==> src/rtl/ssram_pkg.sv <==
// Shared widths and types for the SSRAM arbiter and its read-return pipeline.
package ssram_pkg;
  localparam int SSRAM_ADDR_W   = 20;
  localparam int SSRAM_DATA_W   = 32;
  localparam int SSRAM_READ_LAT = 2;

  // One master command as seen by the arbiter.
  typedef struct packed {
    logic                    we;
    logic [SSRAM_ADDR_W-1:0] addr;
    logic [SSRAM_DATA_W-1:0] wdata;
    logic [3:0]              be;
  } ssram_cmd_t;

  // Read tag carried alongside each in-flight read; id selects the master.
  typedef struct packed {
    logic valid;
    logic id;
  } rd_tag_t;
endpackage

==> src/rtl/ssram_rd_pipe.sv <==
// Read-tag shift register: one stage per cycle from grant to data capture.
// The tail tag marks the cycle in which ssram_dq_in holds that read's data.
module ssram_rd_pipe
  import ssram_pkg::*;
#(
  parameter int DEPTH = SSRAM_READ_LAT + 1
) (
  input  logic    clk,
  input  logic    reset,
  input  rd_tag_t tag_in,
  output logic    busy,
  output rd_tag_t tail
);

  rd_tag_t [DEPTH-1:0] pipe_q, pipe_d;

  // Shift one stage per cycle; stage 0 takes this cycle's grant tag.
  always_comb begin
    pipe_d    = pipe_q;
    pipe_d[0] = tag_in;
    for (int i = 1; i < DEPTH; i++) pipe_d[i] = pipe_q[i-1];
  end

  // Reset flushes every in-flight tag so no stale rvalid can follow.
  always_ff @(posedge clk) begin
    if (reset) pipe_q <= '0;
    else       pipe_q <= pipe_d;
  end

  // Busy while any read is still on its way back.
  always_comb begin
    busy = 1'b0;
    for (int i = 0; i < DEPTH; i++) busy = busy | pipe_q[i].valid;
  end

  assign tail = pipe_q[DEPTH-1];

endmodule

==> src/rtl/ssram_arbiter.sv <==
// Two-master round-robin arbiter and command sequencer for a pipelined SSRAM.
// Commands granted in cycle T appear on the pins in T+1; reads return to the
// issuing master in T+READ_LAT+2. Writes wait until no read is in flight.
module ssram_arbiter
  import ssram_pkg::*;
#(
  parameter int ADDR_W   = SSRAM_ADDR_W,
  parameter int DATA_W   = SSRAM_DATA_W,
  parameter int READ_LAT = SSRAM_READ_LAT
) (
  input  logic              clk,
  input  logic              reset,
  input  logic              m0_req,
  input  logic              m0_we,
  input  logic [ADDR_W-1:0] m0_addr,
  input  logic [DATA_W-1:0] m0_wdata,
  input  logic [3:0]        m0_be,
  output logic              m0_gnt,
  output logic              m0_rvalid,
  output logic [DATA_W-1:0] m0_rdata,
  input  logic              m1_req,
  input  logic              m1_we,
  input  logic [ADDR_W-1:0] m1_addr,
  input  logic [DATA_W-1:0] m1_wdata,
  input  logic [3:0]        m1_be,
  output logic              m1_gnt,
  output logic              m1_rvalid,
  output logic [DATA_W-1:0] m1_rdata,
  output logic              ssram_adsc_n,
  output logic              ssram_we_n,
  output logic              ssram_oe_n,
  output logic [3:0]        ssram_be_n,
  output logic [ADDR_W-1:0] ssram_addr,
  output logic [DATA_W-1:0] ssram_dq_out,
  output logic              ssram_dq_oe,
  input  logic [DATA_W-1:0] ssram_dq_in
);

  localparam int NUM_M = 2;

  ssram_cmd_t [NUM_M-1:0] cmd;
  ssram_cmd_t             sel;
  logic [NUM_M-1:0]       req, elig, gnt;
  logic                   prio_q, prio_d, oth, gnt_id, any_gnt, rd_busy;
  rd_tag_t                tag_in, tail;

  logic              adsc_n_q, adsc_n_d, we_n_q, we_n_d, dq_oe_q, dq_oe_d;
  logic [3:0]        be_n_q, be_n_d;
  logic [ADDR_W-1:0] addr_q, addr_d;
  logic [DATA_W-1:0] dq_out_q, dq_out_d;

  logic [NUM_M-1:0]             rvalid_q, rvalid_d;
  logic [NUM_M-1:0][DATA_W-1:0] rdata_q, rdata_d;

  assign req    = {m1_req, m0_req};
  assign cmd[0] = '{we: m0_we, addr: m0_addr, wdata: m0_wdata, be: m0_be};
  assign cmd[1] = '{we: m1_we, addr: m1_addr, wdata: m1_wdata, be: m1_be};

  // Round-robin pick; a blocked priority write stalls the other master so
  // a stream of reads cannot starve it.
  always_comb begin
    gnt = '0;
    oth = ~prio_q;
    for (int i = 0; i < NUM_M; i++) elig[i] = req[i] && !(cmd[i].we && rd_busy);
    if (!reset) begin
      if (elig[prio_q])                  gnt[prio_q] = 1'b1;
      else if (!req[prio_q] && elig[oth]) gnt[oth]    = 1'b1;
    end
    any_gnt = |gnt;
    gnt_id  = gnt[1];
    sel     = cmd[gnt_id];
    prio_d  = any_gnt ? ~gnt_id : prio_q;
    tag_in  = '{valid: any_gnt && !sel.we, id: gnt_id};
  end

  ssram_rd_pipe #(.DEPTH(READ_LAT + 1)) u_rd_pipe (
    .clk    (clk),
    .reset  (reset),
    .tag_in (tag_in),
    .busy   (rd_busy),
    .tail   (tail)
  );

  // Next pin state: a granted command for one cycle, otherwise idle with
  // address, data and byte enables held.
  always_comb begin
    adsc_n_d = ~any_gnt;
    we_n_d   = 1'b1;
    dq_oe_d  = 1'b0;
    be_n_d   = be_n_q;
    addr_d   = addr_q;
    dq_out_d = dq_out_q;
    if (any_gnt) begin
      addr_d = sel.addr;
      if (sel.we) begin
        we_n_d   = 1'b0;
        be_n_d   = ~sel.be;
        dq_out_d = sel.wdata;
        dq_oe_d  = 1'b1;
      end else begin
        be_n_d = 4'h0;
      end
    end
  end

  // Capture returning read data for the master named by the tail tag.
  always_comb begin
    rvalid_d = '0;
    rdata_d  = rdata_q;
    if (tail.valid) begin
      rvalid_d[tail.id] = 1'b1;
      rdata_d[tail.id]  = ssram_dq_in;
    end
  end

  // Pin, priority and return registers.
  always_ff @(posedge clk) begin
    if (reset) begin
      adsc_n_q <= 1'b1;
      we_n_q   <= 1'b1;
      dq_oe_q  <= 1'b0;
      be_n_q   <= 4'hF;
      addr_q   <= '0;
      dq_out_q <= '0;
      prio_q   <= 1'b0;
      rvalid_q <= '0;
      rdata_q  <= '0;
    end else begin
      adsc_n_q <= adsc_n_d;
      we_n_q   <= we_n_d;
      dq_oe_q  <= dq_oe_d;
      be_n_q   <= be_n_d;
      addr_q   <= addr_d;
      dq_out_q <= dq_out_d;
      prio_q   <= prio_d;
      rvalid_q <= rvalid_d;
      rdata_q  <= rdata_d;
    end
  end

  assign m0_gnt       = gnt[0];
  assign m1_gnt       = gnt[1];
  assign m0_rvalid    = rvalid_q[0];
  assign m1_rvalid    = rvalid_q[1];
  assign m0_rdata     = rdata_q[0];
  assign m1_rdata     = rdata_q[1];
  assign ssram_adsc_n = adsc_n_q;
  assign ssram_we_n   = we_n_q;
  assign ssram_oe_n   = ~rd_busy;
  assign ssram_be_n   = be_n_q;
  assign ssram_addr   = addr_q;
  assign ssram_dq_out = dq_out_q;
  assign ssram_dq_oe  = dq_oe_q;

endmodule

==> config.mk <==
export PLATFORM = sky130hd
export DESIGN_NAME = ssram_arbiter
export DESIGN_NICKNAME = d
export VERILOG_FILES = /design/src/rtl/ssram_pkg.sv /design/src/rtl/ssram_rd_pipe.sv /design/src/rtl/ssram_arbiter.sv
export SDC_FILE = /design/constraint.sdc
export NUM_CORES = 1
export LEC_CHECK = 0
export ABC_CLOCK_PERIOD_IN_PS = 4190
export CAP_MARGIN = 40
export CORE_ASPECT_RATIO = 1.25
export CORE_MARGIN = 2
export CORE_UTILIZATION = 42
export DETAILED_ROUTE_END_ITERATION = 10
export PLACE_DENSITY_LB_ADDON = 0.12
export SLEW_MARGIN = 5
export SYNTH_ARGS = -nofsm -noshare
export SYNTH_HDL_FRONTEND = slang
export SYNTH_HIERARCHICAL = 1
export SYNTH_SLANG_ARGS = --single-unit
==> constraint.sdc <==
create_clock -name clk -period 4.19 [get_ports clk]
set_clock_uncertainty 0.15 [all_clocks]
set_input_delay 0.838 -clock clk [delete_from_list [all_inputs] [get_ports clk]]
set_output_delay 0.838 -clock clk [all_outputs]
set_load 0.05 [all_outputs]
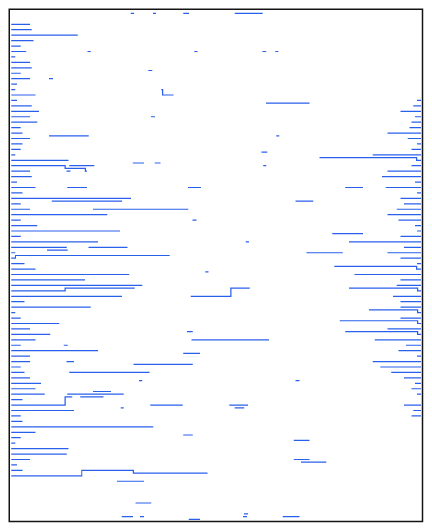
*Met3 routing*
(4 px per um)
longest straight run: 38.4 um
wire length on this layer: 1430 um
main direction: horizontal
M3 GR Usage: 8.72%
number of vias after detailed routing: 5302
Detailed Route WL: 17000 um

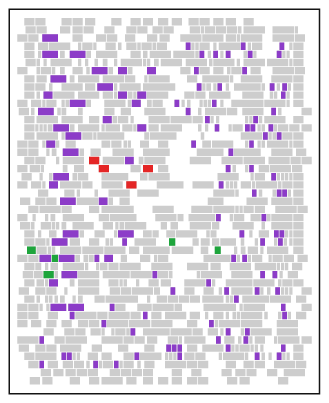
*Gate families picked out*
(3 px per um)
legend:
  red:
    family: AND-OR and OR-AND gates
    cells: 4
  purple:
    family: inverting AOI/OAI gates
    cells: 119
    where: widely spread
  green:
    family: AND and OR gates
    cells: 5
dominant logic cell type in the layout: sky130_fd_sc_hd__clkdlybuf4s50_1
multi-input gate share of total cell area: 25.9%
Post-Layout Cell Count: 1039

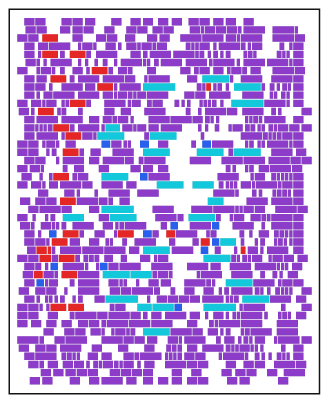
*Cell sizes after repair*
(3 px per um)
legend:
  cyan:
    size: drive 6 and up
    cells: 30
    most_used: clkbuf_16
  blue:
    size: drive 3 to 4
    cells: 14
    most_used: buf_4
  purple:
    size: drive 1 or less
    cells: 803
    most_used: clkdlybuf4s50_1
  red:
    size: drive 2
    cells: 28
    most_used: a311oi_2
area added between synthesis and finish: 69.1%
Buffers, non-clock: 289

==> results.sh <==
# yosys + openroad results
export IMPL_timing_worst_setup_path_type="in -> out"
export IMPL_placed_cells_incl_taps=1007
export IMPL_dpl_instance_area_um2=8030
export IMPL_worstPathMaxFanout=24
export IMPL_final_hold_violation_count=0
export IMPL_worstPathArrival_ns=2.17
export IMPL_hold_class="reg -> reg"
export IMPL_buffer_ports_inserted=277
export IMPL_yosys_area_share_xor_xnor_pct=0
export IMPL_final_critical_path_setup_slack_ns=1.03
export IMPL_drt_pass1_iterations=5
export IMPL_yosysCellCount=606
export IMPL_path_clk_slew_ns=0.05
export IMPL_power_density_nw_per_um2=420
export IMPL_clock_sinks=132
export IMPL_fraction_of_final_layout_cells_sized_beyond_drive_strength_1_pct=8.23
export IMPL_cts_repair_timing_setup_buffer_count=0
export IMPL_reg2regPathDepth=7
export IMPL_grt_setup_unrepaired="no"
export IMPL_grt_max_degree=58
export IMPL_detail_route_antenna_nets=0
export IMPL_cts_tree="yes"
export IMPL_design_die_area_um2=13100
export IMPL_pre_cts_ws_ns=1.03
export IMPL_setup_total_negative_slack_ns=0
export IMPL_ys_flops=132
export IMPL_outcome="complete, no violations"
export IMPL_post_synth_seq_share_pct=51.4
export IMPL_grt_pass1_vias=5360
export IMPL_wire_length_of_the_first_global_routing_pass_um=26000
export IMPL_power_ir_vdd_worst_uv=258
export IMPL_violation_count_after_the_first_detailed_route_iteration=229
export IMPL_enable_flop_cells=0
export IMPL_netlist_top_cell_by_area="sky130_fd_sc_hd__dfxtp_1"
export IMPL_compound_area_share_pct=17.4
export IMPL_timing_rr_start="u_rd_pipe/pipe_d[5]$_SDFF_PP0_"
export IMPL_avgSynthCellArea_um2=8.48
export IMPL_die_size_y_um=128
export IMPL_synth_cells_most_frequent="sky130_fd_sc_hd__nand2_1, sky130_fd_sc_hd__dfxtp_1, sky130_fd_sc_hd__a21oi_1, sky130_fd_sc_hd__clkbuf_1, sky130_fd_sc_hd__nor3_1"
export IMPL_synthesis_nets=756
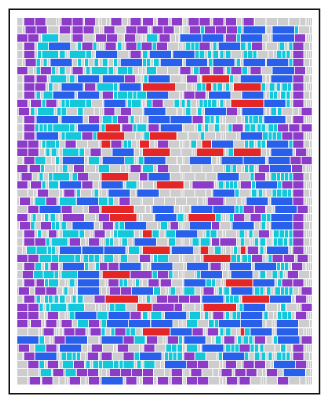
*Placed cells, one color a class*
(3 px per um) Fill, decap, tap and diode cells in gray.
legend:
  cyan:
    class: all other logic
    cells: 422
    share_of_their_area: 27%
  red:
    class: clock drivers and dummy loads
    cells: 32
    share_of_their_area: 7.8%
  purple:
    class: other buffers and delay cells
    cells: 289
    share_of_their_area: 34%
  blue:
    class: flip-flops
    cells: 132
    share_of_their_area: 31%
std cell rows: 45
core area: 12000 um^2

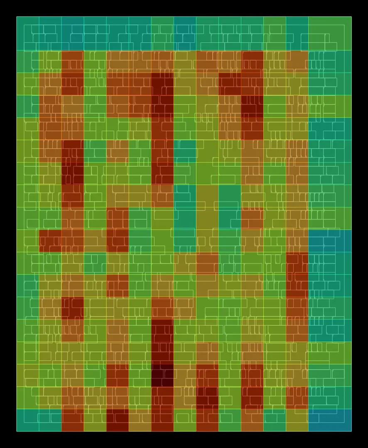
*Track usage over the die*
average wire per standard cell: 16.3 um
total routing resource utilization after global routing: 25.5%
fraction of met1 tracks used by global routing: 27.4%
Most Crowded Layer GR: met2
final core occ: 72.1%

per-stage QoR:
stage	power (uW)	utilization, %	hold slack, ns
finish	3650	72.1	0.292
global route	3760	72.1	0.312
CTS	3680	72.1	0.294
detailed placement	2050	66.7	0.279
global placement	2030	66.2	0.268
floorplan	1740	-	0.264
power breakdown:
part / internal [uW] / switching, uW
Clock: 1090 / 538
Sequential: 1310 / 32.5
Combinational: 292 / 381
Total: 2700 / 952
area by class of cell:
class                           instances  area, um^2
Timing Repair Buffer                  289        2920
Clock inverter                         12         203
Clock buffer                           20         457
Tap cell                              164         205
Multi-Input combinational cell        419        2250
Sequential cell                       132        2640
Inverter                                3        11.3
Fill cell                             970        3360
kinds of logic after synthesis:
family,after synthesis
flip-flops,132
buffers and inverters,55
AND-OR/OR-AND,123
AND/OR/NAND/NOR,273
multiplexers,23
registers in the layout, summed over array words and instances, names as in the netlist:
register          flops
m0_rdata             32
m1_rdata             32
prio_q                1
rvalid_q              2
ssram_addr           20
ssram_adsc_n          1
ssram_be_n            4
ssram_dq_oe           1
ssram_dq_out         32
ssram_we_n            1
u_rd_pipe/pipe_d      4
u_rd_pipe/tail        2
worst max-delay path: stages:
cell                              delay [ns]
sky130_fd_sc_hd__clkdlybuf4s50_1        0.49
sky130_fd_sc_hd__nor2b_2                0.17
sky130_fd_sc_hd__nand3_2                0.09
sky130_fd_sc_hd__inv_2                  0.36
sky130_fd_sc_hd__buf_12                 0.20
routing by layer:
| layer | vias up | part of all wire [%] | track usage (%) |
|---|---|---|---|
| met5 | - | 0 | 0 |
| met4 | 0 | 3.8 | 12.5 |
| met3 | 45 | 8.4 | 8.72 |
| met2 | 227 | 51 | 43.9 |
| met1 | 2461 | 36 | 27.4 |
| li1 | 2569 | - | - |
Power is estimated from default activity; no workload was simulated.
